[config.mk]
export PLATFORM = sky130hd
export DESIGN_NAME = fir_block_scheduler_flat
export DESIGN_NICKNAME = d
export VERILOG_FILES = /design/src/rtl/fir_block_scheduler_if.sv /design/src/rtl/fir_block_scheduler.sv /design/src/flat_wrapper.sv
export SDC_FILE = /design/constraint.sdc
export NUM_CORES = 1
export LEC_CHECK = 0
export ABC_AREA = 1
export CORE_MARGIN = 2
export CORE_UTILIZATION = 37
export CTS_CLUSTER_SIZE = 16
export DETAILED_ROUTE_END_ITERATION = 6
export SLEW_MARGIN = 20
export SYNTH_ARGS = -nofsm -noshare
export SYNTH_HDL_FRONTEND = slang
export SYNTH_SLANG_ARGS = --single-unit
[constraint.sdc]
create_clock -name clkIn -period 4.65 [get_ports clkIn]
set_input_delay 1.1625 -clock clkIn [delete_from_list [all_inputs] [get_ports clkIn]]
set_output_delay 1.1625 -clock clkIn [all_outputs]
set_load 0.02 [all_outputs]
[src/rtl/fir_block_scheduler_if.sv]
// Sample-in and result-out streams of the FIR block scheduler.
// The slave modport is the scheduler side; master is the producer/consumer side.
interface fir_block_scheduler_if;
  logic        sampleValidIn;
  logic [15:0] sampleDataIn;
  logic        sampleReadyOut;
  logic        resultValidOut;
  logic [31:0] resultDataOut;
  logic        resultReadyIn;

  modport slave (
    input  sampleValidIn, sampleDataIn, resultReadyIn,
    output sampleReadyOut, resultValidOut, resultDataOut
  );

  modport master (
    output sampleValidIn, sampleDataIn, resultReadyIn,
    input  sampleReadyOut, resultValidOut, resultDataOut
  );
endinterface

[src/rtl/fir_block_scheduler.sv]
// Double-buffered sample packer and start/done/drain sequencer for the block FIR core.
// Optional WAIT-state watchdog enabled by defining FIR_SCHED_WATCHDOG_EN.
module fir_block_scheduler #(
  parameter int unsigned SAMPLES_NUM    = 4,
  parameter int unsigned TIMEOUT_CYCLES = 4096
) (
  input  logic                      clkIn,
  input  logic                      resetIn,
  fir_block_scheduler_if.slave      stream_io,
  output logic                      firStartOut,
  output logic [16*SAMPLES_NUM-1:0] firDataOut,
  input  logic                      firBusyIn,
  input  logic                      firDoneIn,
  input  logic [32*SAMPLES_NUM-1:0] firDataIn,
  output logic                      errorOut
);
  localparam int unsigned     CntW    = 3;
  localparam logic [CntW-1:0] LastIdx = CntW'(SAMPLES_NUM - 1);

  typedef enum logic [1:0] {StIdle, StStart, StWait, StDrain} state_e;

  state_e                    state_q, state_d;
  logic [16*SAMPLES_NUM-1:0] collect_q, collect_d;
  logic [16*SAMPLES_NUM-1:0] pending_q, pending_d;
  logic [16*SAMPLES_NUM-1:0] fir_data_q, fir_data_d;
  logic [32*SAMPLES_NUM-1:0] result_q, result_d;
  logic                      pending_full_q, pending_full_d;
  logic [CntW-1:0]           fill_q, fill_d;
  logic [CntW-1:0]           drain_idx_q, drain_idx_d;
  logic                      error_q, error_d;
  logic                      accept;
  logic                      timeout;
  logic [31:0]               res_word;

`ifdef FIR_SCHED_WATCHDOG_EN
  localparam logic [12:0] TimeoutLast = 13'(TIMEOUT_CYCLES - 1);
  logic [12:0] wdog_q, wdog_d;

  assign timeout = (state_q == StWait) && (wdog_q == TimeoutLast);
  assign wdog_d  = (state_q == StWait) ? wdog_q + 13'd1 : 13'd0;

  always_ff @(posedge clkIn) begin
    if (resetIn) wdog_q <= 13'd0;
    else         wdog_q <= wdog_d;
  end
`else
  logic unused_timeout;
  assign timeout        = 1'b0;
  assign unused_timeout = ^TIMEOUT_CYCLES;
`endif

  // Stall only when both the collect and pending buffers would be full.
  assign stream_io.sampleReadyOut = !resetIn && !(pending_full_q && fill_q == LastIdx);
  assign accept = stream_io.sampleValidIn && stream_io.sampleReadyOut;

  always_comb begin
    state_d        = state_q;
    collect_d      = collect_q;
    pending_d      = pending_q;
    pending_full_d = pending_full_q;
    fill_d         = fill_q;
    fir_data_d     = fir_data_q;
    result_d       = result_q;
    drain_idx_d    = drain_idx_q;
    error_d        = error_q;

    unique case (state_q)
      StIdle: begin
        if (pending_full_q && !firBusyIn) begin
          fir_data_d     = pending_q;
          pending_full_d = 1'b0;
          state_d        = StStart;
        end
      end
      StStart: state_d = StWait;
      StWait: begin
        // A done in the timeout cycle takes priority over the watchdog.
        if (firDoneIn) begin
          result_d    = firDataIn;
          drain_idx_d = '0;
          state_d     = StDrain;
        end else if (timeout) begin
          error_d = 1'b1;
          state_d = StIdle;
        end
      end
      StDrain: begin
        if (stream_io.resultReadyIn) begin
          if (drain_idx_q == LastIdx) begin
            drain_idx_d = '0;
            state_d     = StIdle;
          end else begin
            drain_idx_d = drain_idx_q + 1'b1;
          end
        end
      end
      default: state_d = StIdle;
    endcase

    // Collector runs after the release so a same-cycle refill keeps pending full.
    if (accept) begin
      for (int i = 0; i < SAMPLES_NUM; i++) begin
        if (fill_q == CntW'(i)) collect_d[16*i +: 16] = stream_io.sampleDataIn;
      end
      if (fill_q == LastIdx) begin
        fill_d         = '0;
        pending_d      = collect_d;
        pending_full_d = 1'b1;
      end else begin
        fill_d = fill_q + 1'b1;
      end
    end
  end

  always_comb begin
    res_word = 32'd0;
    for (int i = 0; i < SAMPLES_NUM; i++) begin
      if (drain_idx_q == CntW'(i)) res_word = result_q[32*(int'(SAMPLES_NUM)-1-i) +: 32];
    end
  end

  assign firStartOut              = (state_q == StStart);
  assign firDataOut               = fir_data_q;
  assign stream_io.resultValidOut = (state_q == StDrain);
  assign stream_io.resultDataOut  = (state_q == StDrain) ? res_word : 32'd0;
  assign errorOut                 = error_q;

  always_ff @(posedge clkIn) begin
    if (resetIn) begin
      state_q        <= StIdle;
      collect_q      <= '0;
      pending_q      <= '0;
      pending_full_q <= 1'b0;
      fill_q         <= '0;
      fir_data_q     <= '0;
      result_q       <= '0;
      drain_idx_q    <= '0;
      error_q        <= 1'b0;
    end else begin
      state_q        <= state_d;
      collect_q      <= collect_d;
      pending_q      <= pending_d;
      pending_full_q <= pending_full_d;
      fill_q         <= fill_d;
      fir_data_q     <= fir_data_d;
      result_q       <= result_d;
      drain_idx_q    <= drain_idx_d;
      error_q        <= error_d;
    end
  end
endmodule

[src/flat_wrapper.sv]
// flat-port wrapper written by rule: the top's interface ports become plain ports
module fir_block_scheduler_flat 
#(
  parameter int unsigned SAMPLES_NUM    = 4,
  parameter int unsigned TIMEOUT_CYCLES = 4096
)
  (clkIn, resetIn, firStartOut, firDataOut, firBusyIn, firDoneIn, firDataIn, errorOut, stream_io_sampleValidIn, stream_io_sampleDataIn, stream_io_resultReadyIn, stream_io_sampleReadyOut, stream_io_resultValidOut, stream_io_resultDataOut);
  fir_block_scheduler_if stream_io_i ();
  input  logic clkIn;
  input  logic resetIn;
  output logic firStartOut;
  output logic [16*SAMPLES_NUM-1:0] firDataOut;
  input  logic firBusyIn;
  input  logic firDoneIn;
  input  logic [32*SAMPLES_NUM-1:0] firDataIn;
  output logic errorOut;
  input wire logic [$bits(stream_io_i.sampleValidIn)-1:0] stream_io_sampleValidIn;
  input wire logic [$bits(stream_io_i.sampleDataIn)-1:0] stream_io_sampleDataIn;
  input wire logic [$bits(stream_io_i.resultReadyIn)-1:0] stream_io_resultReadyIn;
  output wire logic [$bits(stream_io_i.sampleReadyOut)-1:0] stream_io_sampleReadyOut;
  output wire logic [$bits(stream_io_i.resultValidOut)-1:0] stream_io_resultValidOut;
  output wire logic [$bits(stream_io_i.resultDataOut)-1:0] stream_io_resultDataOut;
  assign stream_io_i.sampleValidIn = stream_io_sampleValidIn;
  assign stream_io_i.sampleDataIn = stream_io_sampleDataIn;
  assign stream_io_i.resultReadyIn = stream_io_resultReadyIn;
  assign stream_io_sampleReadyOut = stream_io_i.sampleReadyOut;
  assign stream_io_resultValidOut = stream_io_i.resultValidOut;
  assign stream_io_resultDataOut = stream_io_i.resultDataOut;
  fir_block_scheduler #(.SAMPLES_NUM(SAMPLES_NUM), .TIMEOUT_CYCLES(TIMEOUT_CYCLES)) u_core (.clkIn(clkIn), .resetIn(resetIn), .stream_io(stream_io_i), .firStartOut(firStartOut), .firDataOut(firDataOut), .firBusyIn(firBusyIn), .firDoneIn(firDoneIn), .firDataIn(firDataIn), .errorOut(errorOut));
endmodule
Fig. 1: layout detail
Region (84, 84) to (109, 109) µm. Cells in grey, sequential cells in the stronger grey; small squares are vias.
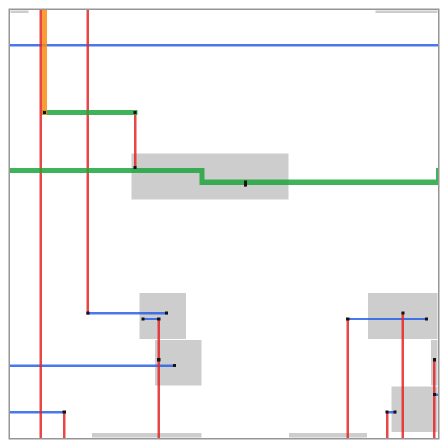
[blue] met1
[green] met3
[orange] met4
[red] met2
cells with their middle in the window: 5
sequential cells in the window: 0
most frequent: buf_4 (2)

Fig. 2: placed cells, one colour a class
Scale: 2 px per µm. Fill, decap, tap and diode cells in grey.
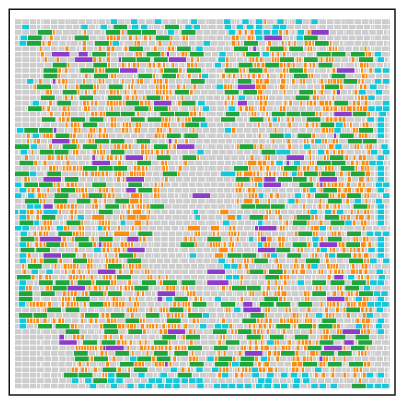
[orange] all other logic | cells: 1403 | share of their area: 38%
[purple] clock drivers and dummy loads | cells: 67 | share of their area: 7.4%
[green] flip-flops | cells: 313 | share of their area: 38%
[cyan] other buffers and delay cells | cells: 265 | share of their area: 16%

==> impl_metrics.yaml <==
# physical design summary
timing:
  skew_ns: 0.01024
  slew_headroom_pct: 27.11
  hold_viol: 0
  period_needed_ns: 4.078
  tns_ns: 0
  setup_viol: 0
power:
  p_seq_share_pct: 42.3
  pg_seq_uw: 3060
  p_int_uw: 5109
  clockNetworkPower_uw: 2860
outcome:
  status: "completed"
yosys:
  ys_warn_count: 0
  ys_ff: 313
  netlist.area_leader.share_pct: 47.86
final_layout:
  finalInstanceArea_um2: 16950
  largest_reg_flops: 128
  layout_top_cell: "nand2_1"
  drive_gt1_share_pct: 4.590
  sh_comb_area_pct: 33.22
  area_growth_pct: 29.49
placed_design:
  postPlaceCellArea_um2: 15740
  place_inst: 2436
setup_path:
  crit_arrival_ns: 2.92
  cp.required_ns: 3.49
  path_max_fanout: 21
  cp-startpoint: "u_core.drain_idx_q[0]"
  crit_type: "register to output pin"
  rrSetupSlack_ns: 2.23
route:
  drt_iter0_drc: 899
  via_per_inst: 4.955
  wirelength_mm: 39.27
floorplan:
  die_area_um2: 36900
grt:
  grt_pass1_vias: 11810
  grt_pass1_wl_mm: 61.21
clock_network:
  h-tree-depth: 2
Fig. 3: cell area per tile
Scale: 1.5 px per µm. The die is cut into 19 by 19 equal tiles; black is low, pale yellow is high, 0 to 100% covered.
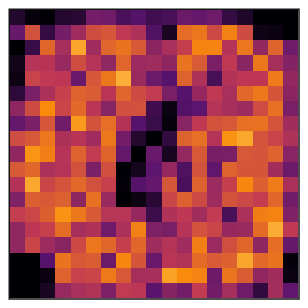
fullest tile: 82%
emptiest ninth of the die: middle
mean over tiles: 44%

==> metal layers <==
layer	wire length, µm	vias to the layer above	GRT usage, %
li1	-	6278	-
met1	17030	5692	26.75
met2	18510	369	35.10
met3	2749	66	2.978
met4	968	2	6.577
met5	12	-	0
==> worst paths after layout <==
path | endpoint | cells after the start
max | stream_io_resultDataOut[28] | 8
min | u_core.firDataOut[18] | 2
max reg2reg | u_core.result_q[88] | 7
min reg2reg | u_core.firDataOut[18] | 2
==> critical path, stage by stage (launching register included) <==
cell	delay (ns)
dfxtp_1	0.35
inv_1	0.10
ha_1	0.45
buf_4	0.38
nand3_1	0.11
nand2_1	0.09
o211ai_1	0.08
a21oi_1	0.17
clkdlybuf4s50_1	0.67
Power is estimated from default activity; no workload was simulated.
